### src/rtl/modn_cnt_pkg.sv
// rtl/modn_cnt_pkg.sv - shared types and parameter checks for the mod-N up/down counter
package modn_cnt_pkg;

    typedef enum logic {DIR_DOWN = 1'b0, DIR_UP = 1'b1} dir_e;

    function automatic bit modn_params_ok(input int width, input int modulus, input int step_w);
        return (modulus >= 2) && (modulus <= (1 << width)) &&
               (((1 << step_w) - 1) <= (modulus - 1));
    endfunction

endpackage

### src/rtl/modn_step_calc.sv
// rtl/modn_step_calc.sv - next-count and wrap/saturate calculator (MODN_CNT_SATURATE_EN selects saturation)
module modn_step_calc
    import modn_cnt_pkg::*;
#(
    parameter int WIDTH   = 4,
    parameter int MODULUS = 12,
    parameter int STEP_W  = 2
) (
    input  logic [WIDTH-1:0]  count,
    input  logic [STEP_W-1:0] step,
    input  dir_e              dir,
    output logic [WIDTH-1:0]  next,
    output logic              wrap
);

    localparam logic [WIDTH:0] MOD_W = (WIDTH+1)'(MODULUS);

    logic [WIDTH:0] cnt_x;
    logic [WIDTH:0] step_x;
    logic [WIDTH:0] sum;

    assign cnt_x  = {1'b0, count};
    assign step_x = (WIDTH+1)'(step);
    assign sum    = cnt_x + step_x;

    always_comb begin
        next = count;
        wrap = 1'b0;
`ifdef MODN_CNT_SATURATE_EN
        // wrap here means the requested step was truncated at a limit
        if (dir == DIR_UP) begin
            if (sum >= MOD_W) begin
                next = WIDTH'(MOD_W - 1'b1);
                wrap = 1'b1;
            end else begin
                next = WIDTH'(sum);
            end
        end else begin
            if (cnt_x >= step_x) begin
                next = WIDTH'(cnt_x - step_x);
            end else begin
                next = '0;
                wrap = 1'b1;
            end
        end
`else
        if (dir == DIR_UP) begin
            if (sum >= MOD_W) begin
                next = WIDTH'(sum - MOD_W);
                wrap = 1'b1;
            end else begin
                next = WIDTH'(sum);
            end
        end else begin
            if (cnt_x >= step_x) begin
                next = WIDTH'(cnt_x - step_x);
            end else begin
                next = WIDTH'(cnt_x + MOD_W - step_x);
                wrap = 1'b1;
            end
        end
`endif
    end

endmodule

### src/rtl/modn_updown_counter.sv
// rtl/modn_updown_counter.sv - loadable mod-N up/down counter with step, tc and wrap flags (MODN_CNT_SATURATE_EN)
module modn_updown_counter
    import modn_cnt_pkg::*;
#(
    parameter int WIDTH   = 4,
    parameter int MODULUS = 12,
    parameter int STEP_W  = 2
) (
    input  logic              clk,
    input  logic              reset_n,
    input  logic              en,
    input  logic              load,
    input  logic              mode,
    input  logic [STEP_W-1:0] step,
    input  logic [WIDTH-1:0]  data_in,
    output logic [WIDTH-1:0]  data_out,
    output logic              wrap,
    output logic              load_err,
    output logic              tc
);

    if (!modn_params_ok(WIDTH, MODULUS, STEP_W)) begin : g_bad_params
        $fatal(1, "modn_updown_counter: illegal WIDTH/MODULUS/STEP_W combination");
    end

    localparam logic [WIDTH:0]   MOD_W   = (WIDTH+1)'(MODULUS);
    localparam logic [WIDTH-1:0] MAX_CNT = WIDTH'(MODULUS - 1);

    logic [WIDTH-1:0] calc_next;
    logic             calc_wrap;
    logic             load_oob;
    dir_e             dir;

    assign dir      = dir_e'(mode);
    assign load_oob = ({1'b0, data_in} >= MOD_W);

    modn_step_calc #(
        .WIDTH   (WIDTH),
        .MODULUS (MODULUS),
        .STEP_W  (STEP_W)
    ) u_step_calc (
        .count (data_out),
        .step  (step),
        .dir   (dir),
        .next  (calc_next),
        .wrap  (calc_wrap)
    );

    always_ff @(posedge clk or negedge reset_n) begin
        if (!reset_n) begin
            data_out <= '0;
            wrap     <= 1'b0;
            load_err <= 1'b0;
        end else if (load) begin
            data_out <= load_oob ? MAX_CNT : data_in;
            wrap     <= 1'b0;
            load_err <= load_oob;
        end else if (en) begin
            data_out <= calc_next;
            wrap     <= calc_wrap;
            load_err <= 1'b0;
        end else begin
            wrap     <= 1'b0;
            load_err <= 1'b0;
        end
    end

    // Combinational so a cascaded stage can use it as its enable in the same cycle
    assign tc = en & ((mode & (data_out == MAX_CNT)) | (~mode & (data_out == '0)));

endmodule

### config.mk
export PLATFORM = sky130hd
export DESIGN_NAME = modn_updown_counter
export DESIGN_NICKNAME = d
export VERILOG_FILES = /design/src/rtl/modn_cnt_pkg.sv /design/src/rtl/modn_step_calc.sv /design/src/rtl/modn_updown_counter.sv
export SDC_FILE = /design/constraint.sdc
export NUM_CORES = 1
export LEC_CHECK = 0
export ABC_AREA = 1
export CORE_MARGIN = 5
export CORE_UTILIZATION = 50
export DETAILED_ROUTE_END_ITERATION = 6
export HOLD_SLACK_MARGIN = 0.08
export PLACE_DENSITY_LB_ADDON = 0.08
export SETUP_SLACK_MARGIN = 0.02
export SYNTH_ARGS = -nofsm -noshare
export SYNTH_HDL_FRONTEND = slang
export SYNTH_SLANG_ARGS = --single-unit
### constraint.sdc
create_clock -name clk -period 6.12 [get_ports clk]
set_input_delay 1.224 -clock clk [delete_from_list [all_inputs] [get_ports clk]]
set_output_delay 1.224 -clock clk [all_outputs]
set_load 0.03 [all_outputs]
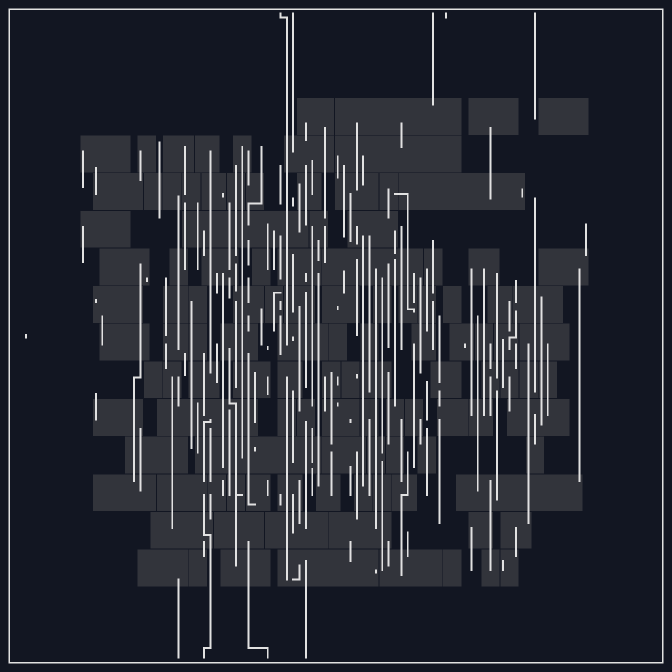
**Above:** metal 2.
wire length on this layer: 840 µm
share of all routed wire: 44%
main direction: vertical

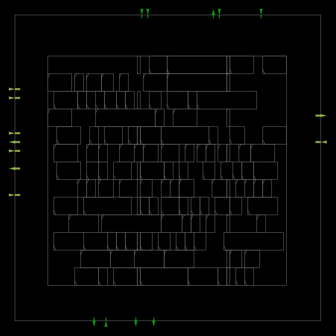
**Above:** placed standard cells.
core occupancy in the finished layout: 68.5%
tap cell count: 15

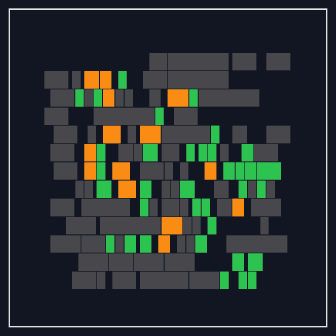
**Above:** selected gate families.
legend:
  orange:
    family: inverting AOI/OAI gates
    cells: 14
  green:
    family: NAND gates
    cells: 35
    most_used: nand2_1
share of cell area taken by multi-input logic gates: 51.0%
Finished Layout Cells: 131

==> notes.md <==
Reports from this run.

- The setup path with the least slack is of type primary input to output pin.
- Per the detail_route report, DRC violations left total 0.
- VDD sags by at most 0.114 mV.
- The CTS tree reads built.
- The cell total in the yosys stat output is 98.
- The number of synthesized flops with an enable pin is 0.
- Entering global routing, the biggest net connects 9 pins.
- The total inserted antenna cells reads 0.
- The launching instance or port of the critical path is mode.
- The synthesized instance count reads between 90 and 100.
- The number of gates resized after CTS reads 0.
- In the layout the commonest cells are sky130_fd_sc_hd__nand2_1, sky130_fd_sc_hd__clkdlybuf4s50_1, sky130_fd_sc_hd__inv_1.
- The number of flip-flops and latches in the synthesized netlist is 6.
- After floorplanning, the core was divided into 13 placement rows.
- The worst setup slack after layout is about 1.8 ns.
- The script extracted a total leakage power of ~0.46 nW.
- The register clock-pin slew on the reported worst setup and hold paths is roughly 0.05 ns.
- The share of the Yosys chip area taken by registers is 21.8%.
- The global-route wire length before repair is roughly 3100 µm.
- The most frequent logic cell in the layout reads sky130_fd_sc_hd__nand2_1.
- The cell area after synthesis is about 690 µm².
- The worst setup slack before clock tree synthesis reads around 1.9 ns.
- The number of nets still failing antenna checks after routing is 0.
- The required time of the worst setup path is ~4.9 ns.
- The synthesis area per yosys is ~700 µm².
- The internal reg-to-reg setup slack is 3.74 ns.
- For this run, the final setup violation count is recorded as 0.
- The via count of the first global-routing pass came to 724.
- The average instance in the mapped netlist occupies about 7.0 µm².
- The flow ran to the end, and the final reports show no timing, DRC or antenna violations.
- The post-synthesis to final-layout area growth is 29.2%.
- The data arrival time of the critical path reads 3.08 ns.
- The HPWL after detailed placement reads about 1500 µm.
- The stage-log warning count is 30.
- The number of vias after detailed routing is 742.
- The cell count after placement is roughly 130.
- The dominant synthesized flop cell reads sky130_fd_sc_hd__dfrtp_1.
- For this run, the detailed router's first-pass iteration total came to 4.
- The overall power of the completed layout reads roughly 0.21 mW.
- The max-slew violation count reads 0.
- The worst flop-to-flop path startpoint is data_out[0].
- The highest signal layer in the routed design is met4.
- The largest driver fanout on the critical path is 8.
- The maximum clock frequency reads 232 MHz.
- The sort of element at the end of the critical path reads an output pin.
- The final sum of negative setup slack is 0 ns.
- The count of nets after finishing reads 139.
- Setup repair after global routing left no endpoint under its margin.
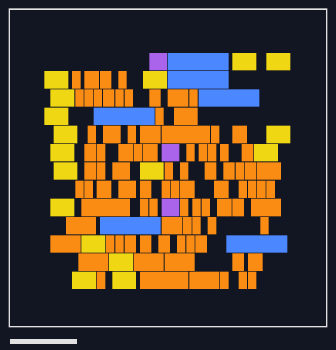
**Above:** cells coloured by class.
The bar under the picture is 10 µm long.
legend:
  orange:
    class: all other logic
    cells: 90
    share_of_their_area: 61%
  purple:
    class: cells driving clock nets
    cells: 3
    share_of_their_area: 2.6%
  yellow:
    class: other buffers and delay cells
    cells: 17
    share_of_their_area: 20%
  blue:
    class: flip-flops
    cells: 6
    share_of_their_area: 17%

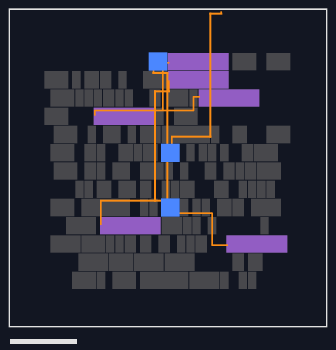
**Above:** routed clock nets over the placement.
The bar under the picture is 10 µm long.
legend:
  purple:
    item: flip-flops
    count: 6
  blue:
    item: cells driving clock nets
    count: 3
  orange:
    item: clock wires
    length: 128 µm
routed clock nets: 4
part of the power in the clock network: 19.3%
maximum clock skew at final layout: 0.0112 ns
insertion delay at the late pin of the worst-skew pair: 0.26 ns
Clock Power: 0.0398 mW

## state kept, by name, indices dropped and copies added (netlist names)
| name | count |
|---|---|
| data_out | 4 |
| load_err | 1 |
| wrap | 1 |
## kinds of logic after synthesis
logic type                 Yosys count  synth area share [%]
and+or+nand+nor                     46                  31.4
adders and majority gates           10                  21.4
buffers and inverters               22                  12.3
DFF                                  6                  21.8
AOI/OAI and AO/OA                   14                  13.1
## report_power, final
part	total, mW	internal, mW	switching, mW
Clock	0.0398	0.0224	0.0174
Sequential	0.0543	0.0444	0.00992
Combinational	0.112	0.0456	0.0668
## cells in the mapped netlist, types with 2 or more instances
library cell	count	area share, %
sky130_fd_sc_hd__a22oi_1	3	3.3
sky130_fd_sc_hd__nor2_2	2	1.8
sky130_fd_sc_hd__o21ai_0	3	2.2
sky130_fd_sc_hd__a21oi_2	2	2.5
sky130_fd_sc_hd__nor2_1	5	2.7
sky130_fd_sc_hd__dfrtp_1	6	22
sky130_fd_sc_hd__nand2_2	3	2.7
sky130_fd_sc_hd__ha_1	7	13
sky130_fd_sc_hd__o21ai_1	2	1.5
sky130_fd_sc_hd__fa_1	3	8.7
sky130_fd_sc_hd__inv_1	16	8.7
sky130_fd_sc_hd__nand2_1	22	12
sky130_fd_sc_hd__a21oi_1	2	1.5
sky130_fd_sc_hd__inv_2	4	2.2
sky130_fd_sc_hd__nand3_1	8	5.8
## through the flow
step,instance area (µm²),hold slack (ns),util [%]
after floorplan,689,0.713,-
after global placement,868,0.626,66.7
after detailed placement,868,0.660,66.7
after CTS,891,0.668,68.5
after global routing,891,0.696,68.5
final,891,0.676,68.5
## metal layers
metal | track usage (%) | vias up
met5 | 0 | -
met4 | 14.9 | 0
li1 | - | 352
met3 | 3.07 | 17
met1 | 24.5 | 322
met2 | 34.7 | 51
## critical path, stage by stage
cell                              delay, ns
sky130_fd_sc_hd__clkdlybuf4s50_1       0.57
sky130_fd_sc_hd__inv_1                 0.20
sky130_fd_sc_hd__a22oi_1               0.09
sky130_fd_sc_hd__nor4_1                0.28
sky130_fd_sc_hd__clkdlybuf4s50_1       0.73
## final cells by class
type	instances	area [µm²]	area share [%]
inverter	20	75.1	8.43
multi-input combinational	70	454	51.0
clock buffer	3	22.5	2.53
tap	15	18.8	2.11
sequential	6	150	16.9
timing repair buffer	17	170	19.1
## worst min-delay path by stage
stage,from,end,slack (ns),depth (start not counted)
after floorplan,data_out[1],data_out[1],0.71,2
after global placement,data_out[1],data_out[1],0.63,2
after detailed placement,data_out[1],data_out[1],0.66,2
after CTS,data_out[1],data_out[1],0.67,2
after global routing,data_out[1],data_out[1],0.70,2
final,data_out[0],data_out[0],0.68,2
Power figures rest on the tool's default switching activity, not on a simulated workload.
